--- config.mk ---
export PLATFORM = sky130hd
export DESIGN_NAME = alu_cmd_driver
export DESIGN_NICKNAME = d
export VERILOG_FILES = /design/src/rtl/alu_pkg.sv /design/src/rtl/alu_cmd_fifo.sv /design/src/rtl/alu_cmd_driver.sv
export SDC_FILE = /design/constraint.sdc
export NUM_CORES = 1
export LEC_CHECK = 0
export CORE_MARGIN = 4
export CORE_UTILIZATION = 54
export DETAILED_ROUTE_END_ITERATION = 10
export HOLD_SLACK_MARGIN = 0.06
export PLACE_DENSITY = 0.78
export SYNTH_ARGS = -nofsm -noshare
export SYNTH_HDL_FRONTEND = slang
export SYNTH_SLANG_ARGS = --single-unit
--- constraint.sdc ---
create_clock -name clk -period 2.98 [get_ports clk]
set_clock_uncertainty 0.05 [all_clocks]
set_input_delay 0.298 -clock clk [delete_from_list [all_inputs] [get_ports clk]]
set_output_delay 0.298 -clock clk [all_outputs]
set_load 0.02 [all_outputs]
--- src/rtl/alu_pkg.sv ---
// ----------------------------------------------------------------------------
// alu_pkg
//   Shared definitions for the ALU command driver: operating-mode encodings,
//   opcode values for both ALU op sets, packed command field layout, the
//   driver FSM state type and the command legality check.
// ----------------------------------------------------------------------------
package alu_pkg;

  // Operating modes. The mode also selects which ALU enables are raised:
  // A-set -> a_en only, B-set1 -> b_en only, B-set2 -> both.
  localparam logic [1:0] MODE_ILL = 2'b00;
  localparam logic [1:0] MODE_A   = 2'b01;
  localparam logic [1:0] MODE_B1  = 2'b10;
  localparam logic [1:0] MODE_B2  = 2'b11;

  // A-set opcodes (3 bit). 111 has no defined operation.
  localparam logic [2:0] OPA_ADD  = 3'b000;
  localparam logic [2:0] OPA_SUB  = 3'b001;
  localparam logic [2:0] OPA_AND  = 3'b010;
  localparam logic [2:0] OPA_OR   = 3'b011;
  localparam logic [2:0] OPA_XOR  = 3'b100;
  localparam logic [2:0] OPA_XNOR = 3'b101;
  localparam logic [2:0] OPA_SHL  = 3'b110;
  localparam logic [2:0] OPA_ILL  = 3'b111;

  // B-set1 opcodes (2 bit). Codes 10 and 11 have no defined operation.
  localparam logic [1:0] OPB1_NAND = 2'b00;
  localparam logic [1:0] OPB1_NOR  = 2'b01;

  // B-set2 opcodes (2 bit). All four codes are defined.
  localparam logic [1:0] OPB2_INCA = 2'b00;
  localparam logic [1:0] OPB2_INCB = 2'b01;
  localparam logic [1:0] OPB2_DECA = 2'b10;
  localparam logic [1:0] OPB2_DECB = 2'b11;

  // Operand / result widths seen by the ALU.
  localparam int OPND_W = 5;
  localparam int RES_W  = 6;

  // Packed command layout (tag sits above CMD_W): {tag, mode, op, a, b}.
  localparam int CMD_W    = 15;
  localparam int B_LSB    = 0;
  localparam int A_LSB    = 5;
  localparam int OP_LSB   = 10;
  localparam int MODE_LSB = 13;

  typedef enum logic [2:0] {
    IDLE    = 3'd0,
    DECODE  = 3'd1,
    ISSUE   = 3'd2,
    CAPTURE = 3'd3,
    RESP    = 3'd4
  } state_t;

  // A command is illegal when it would not make the ALU update its result:
  // no mode selected, the unused A-set opcode, or the upper half of the
  // B-set1 opcode space. B-set modes only look at op[1:0].
  function automatic logic is_illegal(input logic [1:0] mode, input logic [2:0] op);
    logic ill;
    ill = 1'b0;
    case (mode)
      MODE_ILL: ill = 1'b1;
      MODE_A:   ill = (op == OPA_ILL);
      MODE_B1:  ill = op[1];
      default:  ill = 1'b0;
    endcase
    return ill;
  endfunction

endpackage

--- src/rtl/alu_cmd_fifo.sv ---
// ----------------------------------------------------------------------------
// alu_cmd_fifo
//   Generic synchronous FIFO used to queue commands ahead of the driver FSM
//   (usable as a response queue as well). Read data is presented
//   combinationally from the head entry; pop only advances the pointer.
//
//   Parameters : DEPTH (power of 2, >= 2), WIDTH (entry width)
//   Ports      : clk, rst_n (async, active-low)
//                push, push_data  - write request, ignored while full
//                pop, pop_data    - advance head, ignored while empty
//                full, empty      - occupancy flags
// ----------------------------------------------------------------------------
module alu_cmd_fifo #(
  parameter int DEPTH = 4,
  parameter int WIDTH = 19
) (
  input  logic             clk,
  input  logic             rst_n,
  input  logic             push,
  input  logic [WIDTH-1:0] push_data,
  input  logic             pop,
  output logic [WIDTH-1:0] pop_data,
  output logic             full,
  output logic             empty
);

  localparam int AW = (DEPTH > 1) ? $clog2(DEPTH) : 1;

  logic [WIDTH-1:0] mem [DEPTH];
  logic [AW-1:0]    wr_ptr;
  logic [AW-1:0]    rd_ptr;
  // One bit wider than the pointers so DEPTH entries can be represented.
  logic [AW:0]      count;
  logic             push_ok;
  logic             pop_ok;

  assign full     = (count == (AW+1)'(DEPTH));
  assign empty    = (count == '0);
  assign push_ok  = push & ~full;
  assign pop_ok   = pop & ~empty;
  assign pop_data = mem[rd_ptr];

  // Pointers wrap naturally because DEPTH is a power of 2.
  always_ff @(posedge clk or negedge rst_n) begin
    if (!rst_n) begin
      wr_ptr <= '0;
      rd_ptr <= '0;
      count  <= '0;
    end else begin
      if (push_ok) wr_ptr <= wr_ptr + 1'b1;
      if (pop_ok)  rd_ptr <= rd_ptr + 1'b1;
      case ({push_ok, pop_ok})
        2'b10:   count <= count + 1'b1;
        2'b01:   count <= count - 1'b1;
        default: count <= count;
      endcase
    end
  end

  // Storage carries no reset; occupancy alone decides what is valid.
  always_ff @(posedge clk) begin
    if (push_ok) mem[wr_ptr] <= push_data;
  end

endmodule

--- src/rtl/alu_cmd_driver.sv ---
// ----------------------------------------------------------------------------
// alu_cmd_driver
//   Initiator side of the ALU operand/opcode interface. Tagged commands are
//   accepted on a valid/ready channel and queued. Each legal command is sent
//   to the registered ALU as a single-cycle alu_en pulse; the result is
//   captured the following cycle and returned with its tag on a valid/ready
//   response channel. Illegal commands are answered with rsp_err=1 and never
//   reach the ALU. One ALU operation is outstanding at a time and responses
//   leave in acceptance order.
//
//   Parameters : DEPTH (command queue entries), TAG_W (tag width)
//   Ports      : clk, rst_n (async, active-low)
//                cmd_valid/cmd_ready, cmd_mode, cmd_op, cmd_a, cmd_b, cmd_tag
//                rsp_valid/rsp_ready, rsp_data, rsp_err, rsp_tag
//                alu_a, alu_b, alu_a_en, alu_b_en, alu_a_op, alu_b_op, alu_en
//                alu_c (registered ALU result)
// ----------------------------------------------------------------------------
module alu_cmd_driver
  import alu_pkg::*;
#(
  parameter int DEPTH = 4,
  parameter int TAG_W = 4
) (
  input  logic                     clk,
  input  logic                     rst_n,
  // command channel
  input  logic                     cmd_valid,
  output logic                     cmd_ready,
  input  logic [1:0]               cmd_mode,
  input  logic [2:0]               cmd_op,
  input  logic signed [OPND_W-1:0] cmd_a,
  input  logic signed [OPND_W-1:0] cmd_b,
  input  logic [TAG_W-1:0]         cmd_tag,
  // response channel
  output logic                     rsp_valid,
  input  logic                     rsp_ready,
  output logic signed [RES_W-1:0]  rsp_data,
  output logic                     rsp_err,
  output logic [TAG_W-1:0]         rsp_tag,
  // ALU interface
  output logic signed [OPND_W-1:0] alu_a,
  output logic signed [OPND_W-1:0] alu_b,
  output logic                     alu_a_en,
  output logic                     alu_b_en,
  output logic [2:0]               alu_a_op,
  output logic [1:0]               alu_b_op,
  output logic                     alu_en,
  input  logic signed [RES_W-1:0]  alu_c
);

  localparam int ENTRY_W = CMD_W + TAG_W;

  state_t                     state;
  state_t                     state_nxt;

  logic [ENTRY_W-1:0]         cmd_entry;
  logic [ENTRY_W-1:0]         fifo_head;
  logic                       fifo_full;
  logic                       fifo_empty;
  logic                       fifo_push;
  logic                       fifo_pop;
  logic                       accept;
  logic                       bypass;
  logic                       load_hold;
  logic                       rsp_hs;

  logic [ENTRY_W-1:0]         hold_p0;
  logic [1:0]                 h_mode;
  logic [2:0]                 h_op;
  logic signed [OPND_W-1:0]   h_a;
  logic signed [OPND_W-1:0]   h_b;
  logic [TAG_W-1:0]           h_tag;
  logic                       h_illegal;

  logic signed [RES_W-1:0]    rsp_data_p1;
  logic                       rsp_err_p1;

  assign cmd_entry = {cmd_tag, cmd_mode, cmd_op, cmd_a, cmd_b};
  assign cmd_ready = ~fifo_full;
  assign accept    = cmd_valid & cmd_ready;

  // With the queue empty and the FSM idle, a new command goes straight into
  // the holding register so it decodes on the very next cycle. Only taken
  // when the queue is empty, so ordering is preserved.
  assign bypass    = (state == IDLE) & fifo_empty & accept;
  assign fifo_push = accept & ~bypass;
  assign rsp_hs    = (state == RESP) & rsp_ready;
  assign fifo_pop  = ~fifo_empty & ((state == IDLE) | rsp_hs);
  assign load_hold = fifo_pop | bypass;

  alu_cmd_fifo #(
    .DEPTH (DEPTH),
    .WIDTH (ENTRY_W)
  ) u_fifo (
    .clk       (clk),
    .rst_n     (rst_n),
    .push      (fifo_push),
    .push_data (cmd_entry),
    .pop       (fifo_pop),
    .pop_data  (fifo_head),
    .full      (fifo_full),
    .empty     (fifo_empty)
  );

  // ---- stage p0: holding register for the command being serviced ----
  always_ff @(posedge clk) begin
    if (load_hold) hold_p0 <= bypass ? cmd_entry : fifo_head;
  end

  assign h_b       = hold_p0[B_LSB +: OPND_W];
  assign h_a       = hold_p0[A_LSB +: OPND_W];
  assign h_op      = hold_p0[OP_LSB +: 3];
  assign h_mode    = hold_p0[MODE_LSB +: 2];
  assign h_tag     = hold_p0[CMD_W +: TAG_W];
  assign h_illegal = is_illegal(h_mode, h_op);

  // ---- stage p1: response payload, set in DECODE (error) or CAPTURE ----
  always_ff @(posedge clk) begin
    if (state == DECODE) begin
      rsp_data_p1 <= '0;
      rsp_err_p1  <= h_illegal;
    end else if (state == CAPTURE) begin
      rsp_data_p1 <= alu_c;
      rsp_err_p1  <= 1'b0;
    end
  end

  // FSM state register
  always_ff @(posedge clk or negedge rst_n) begin
    if (!rst_n) state <= IDLE;
    else        state <= state_nxt;
  end

  // FSM next-state logic
  always_comb begin
    state_nxt = state;
    case (state)
      IDLE:    if (!fifo_empty || accept) state_nxt = DECODE;
      DECODE:  state_nxt = h_illegal ? RESP : ISSUE;
      ISSUE:   state_nxt = CAPTURE;
      CAPTURE: state_nxt = RESP;
      RESP: begin
        if (rsp_ready) state_nxt = fifo_empty ? IDLE : DECODE;
      end
      default: state_nxt = IDLE;
    endcase
  end

  // FSM outputs. Everything is decoded from the state register so the ALU
  // strobe and enables fall as soon as reset asserts. Response fields are
  // only shown while rsp_valid is high.
  always_comb begin
    alu_en    = 1'b0;
    alu_a_en  = 1'b0;
    alu_b_en  = 1'b0;
    alu_a_op  = '0;
    alu_b_op  = '0;
    alu_a     = '0;
    alu_b     = '0;
    rsp_valid = 1'b0;
    rsp_data  = '0;
    rsp_err   = 1'b0;
    rsp_tag   = '0;
    case (state)
      ISSUE: begin
        alu_en = 1'b1;
        alu_a  = h_a;
        alu_b  = h_b;
        case (h_mode)
          MODE_A: begin
            alu_a_en = 1'b1;
            alu_a_op = h_op;
          end
          MODE_B1: begin
            alu_b_en = 1'b1;
            alu_b_op = h_op[1:0];
          end
          MODE_B2: begin
            alu_a_en = 1'b1;
            alu_b_en = 1'b1;
            alu_b_op = h_op[1:0];
          end
          default: ;
        endcase
      end
      RESP: begin
        rsp_valid = 1'b1;
        rsp_data  = rsp_data_p1;
        rsp_err   = rsp_err_p1;
        rsp_tag   = h_tag;
      end
      default: ;
    endcase
  end

endmodule
==> CHANGELOG.md <==
## Implementation

* Clock Path Buffers at 2
* Met2 usage at 30.3%
* M3 GR Usage at 2.77%
* Fin Setup TNS at 0 ns
* Largest cell class by area: sequential cells
* RSZ-0062 raised after global routing: no
* Routability cong. at 0.801
* Wl on met1 at 3500 um
* Reg2Reg Launch Point: state[2]$_DFFE_PN0P_
* Area leader share at 61.7%
* Effective utilization at floorplan at 56.3%
* Total gr overflow at 0
* Worst setup path start: state[1]$_DFFE_PN0P_
* Final min period at 2.66 ns
* Routed vias/inst at 5.51
* Required @ worst endpoint at 2.63 ns
* Final Cycle Share at 89.4%
* Mapped Nets at 299
* CTS tree: yes
* Worst slew pin tran at 0.994 ns
* Crit. End Element: output pin
* Switching Share at 31.2%
* Crit start category: flop
* Clk sinks at 112
* Min Hold Slack at 0.193 ns
* Hold Violations, Final at 0
* PnR Total Power at 0.00518 W
* Postcts setup bufs at 0
* Pint at 0.00356 W
* Comb area at 1320 um^2
* Crit-path max cell delay at 0.61 ns
* Critical Setup Path Class: flop to output pin
* Highest clock rate at 375 MHz
* Core area at 8300 um^2
* Power Dens Cells at 929 nW/um^2
* Combinational share of cell area at 23.7%
* Clk pwr share at 15.5%
* FF-to-FF path depth at 9
* CP Depth at 4
* Status: completed
* Critical-path maximum fanout at 12
* Max-slew violations at 0
* Comb_multi_in at 130
* DR pass1 iterations at 4
* Combinational Power Share at 35.2%
* Dominant logic cell type in the layout: edfxtp_1
* First-pass GRT wire length at 13,700 um
* CLK BUF at 11
* Root Buffer: clkbuf_8
* Placed cell areas at 5410 um^2
* # resized after CTS at 0
* Layout Utilization at 67.2%
* Worst path top cell family by delay: simple AND/OR/NAND/NOR gates
* EDFF count, synth at 96
* Antenna Cells at 0
* Max reg flops at 76
* Register fraction of the total cell area at 58.3%
* CP cell instances: nor3b_2 > nor3b_1 > and2_1 > clkdlybuf4s50_1
* Nets@finish at 365
* Yosys Instances at 264
* Yosys cell types at 33
* DP Wirelength at 5620 um
* Cells after Synth at 264
* Reg-to-Reg End: u_fifo.count[2]$_DFFE_PN0P_
* Share of power burned in registers at 49.3%
* CP max stage cell: clkdlybuf4s50_1
* Inst Count DP at 424
* Floorplan row count at 33
* Hold/Removal Path Class: input pin to async pin
* Count of tool warnings at 29
* Total die size at 10,200 um^2
## cells by family after synthesis
group | count (synthesis) | share of synthesized area [%]
buf+inv | 22 | 2.17
flops | 112 | 69.7
mux | 39 | 15.5
compound gates | 13 | 1.66
simple gates | 66 | 8.09
xor+xnor | 6 | 1.13
fa+ha+maj | 6 | 1.77
## power groups by stage
stage / Combinational, W / Clock, W / Sequential (W)
2_1_floorplan: 0.00137 / 0 / 0.00245
5_1_grt: 0.00200 / 0.000877 / 0.00261
3_3_place_gp: 0.00180 / 0 / 0.00256
3_5_place_dp: 0.00185 / 0 / 0.00259
4_1_cts: 0.00186 / 0.000822 / 0.00256
6_report: 0.00182 / 0.000805 / 0.00255
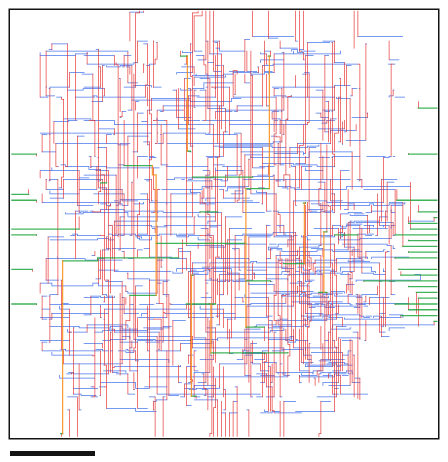
Fig. 1. Routed metal, one color a layer.
Scale bar: 20 um.
[orange] M4 | wire length: 227 um
[green] M3 | wire length: 343 um
[red] M2 | wire length: 4,470 um
[blue] M1 | wire length: 3,500 um
all-layer global routing usage: 18.1%
wire length per cell: 19.4 um
Total Wirelength: 8540 um
Vias: 2,423

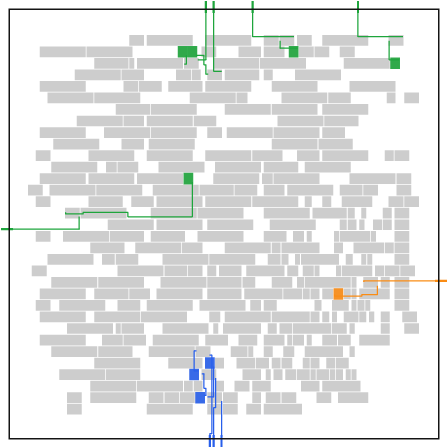
Fig. 2. Nets reached from selected ports.
[blue] `alu_a_op` | bits: 3 | direction: output | edge: bottom | end cells: 3 | buffers: 3 | wire: 63.8 um
[green] `alu_a` | bits: 5 | direction: output | edge: 4 top, 1 left | end cells: 5 | buffers: 5 | wire: 143 um
[orange] `rsp_ready` | bits: 1 | direction: input | edge: right | end cells: 1 | buffers: 1 | wire: 30.3 um
Ports: 60
input/output buffers: 59

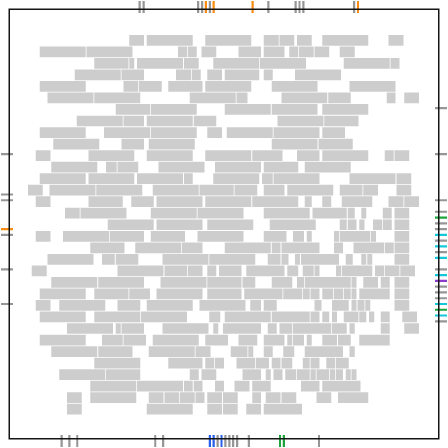
Fig. 3. Pin map.
Pins as bars across the die edge, other pins in gray.
[cyan] `alu_c` | pins: 6 | direction: input | edge: right
[green] `rsp_tag` | pins: 4 | direction: output | edge: 2 bottom, 2 right
[blue] `alu_a_op` | pins: 3 | direction: output | edge: bottom
[orange] `alu_a` | pins: 5 | direction: output | edge: 4 top, 1 left
[purple] `rsp_ready` | pins: 1 | direction: input | edge: right
Die Span X: 101 um
Chip Height: 101 um

Power and IR drop assume default switching activity.
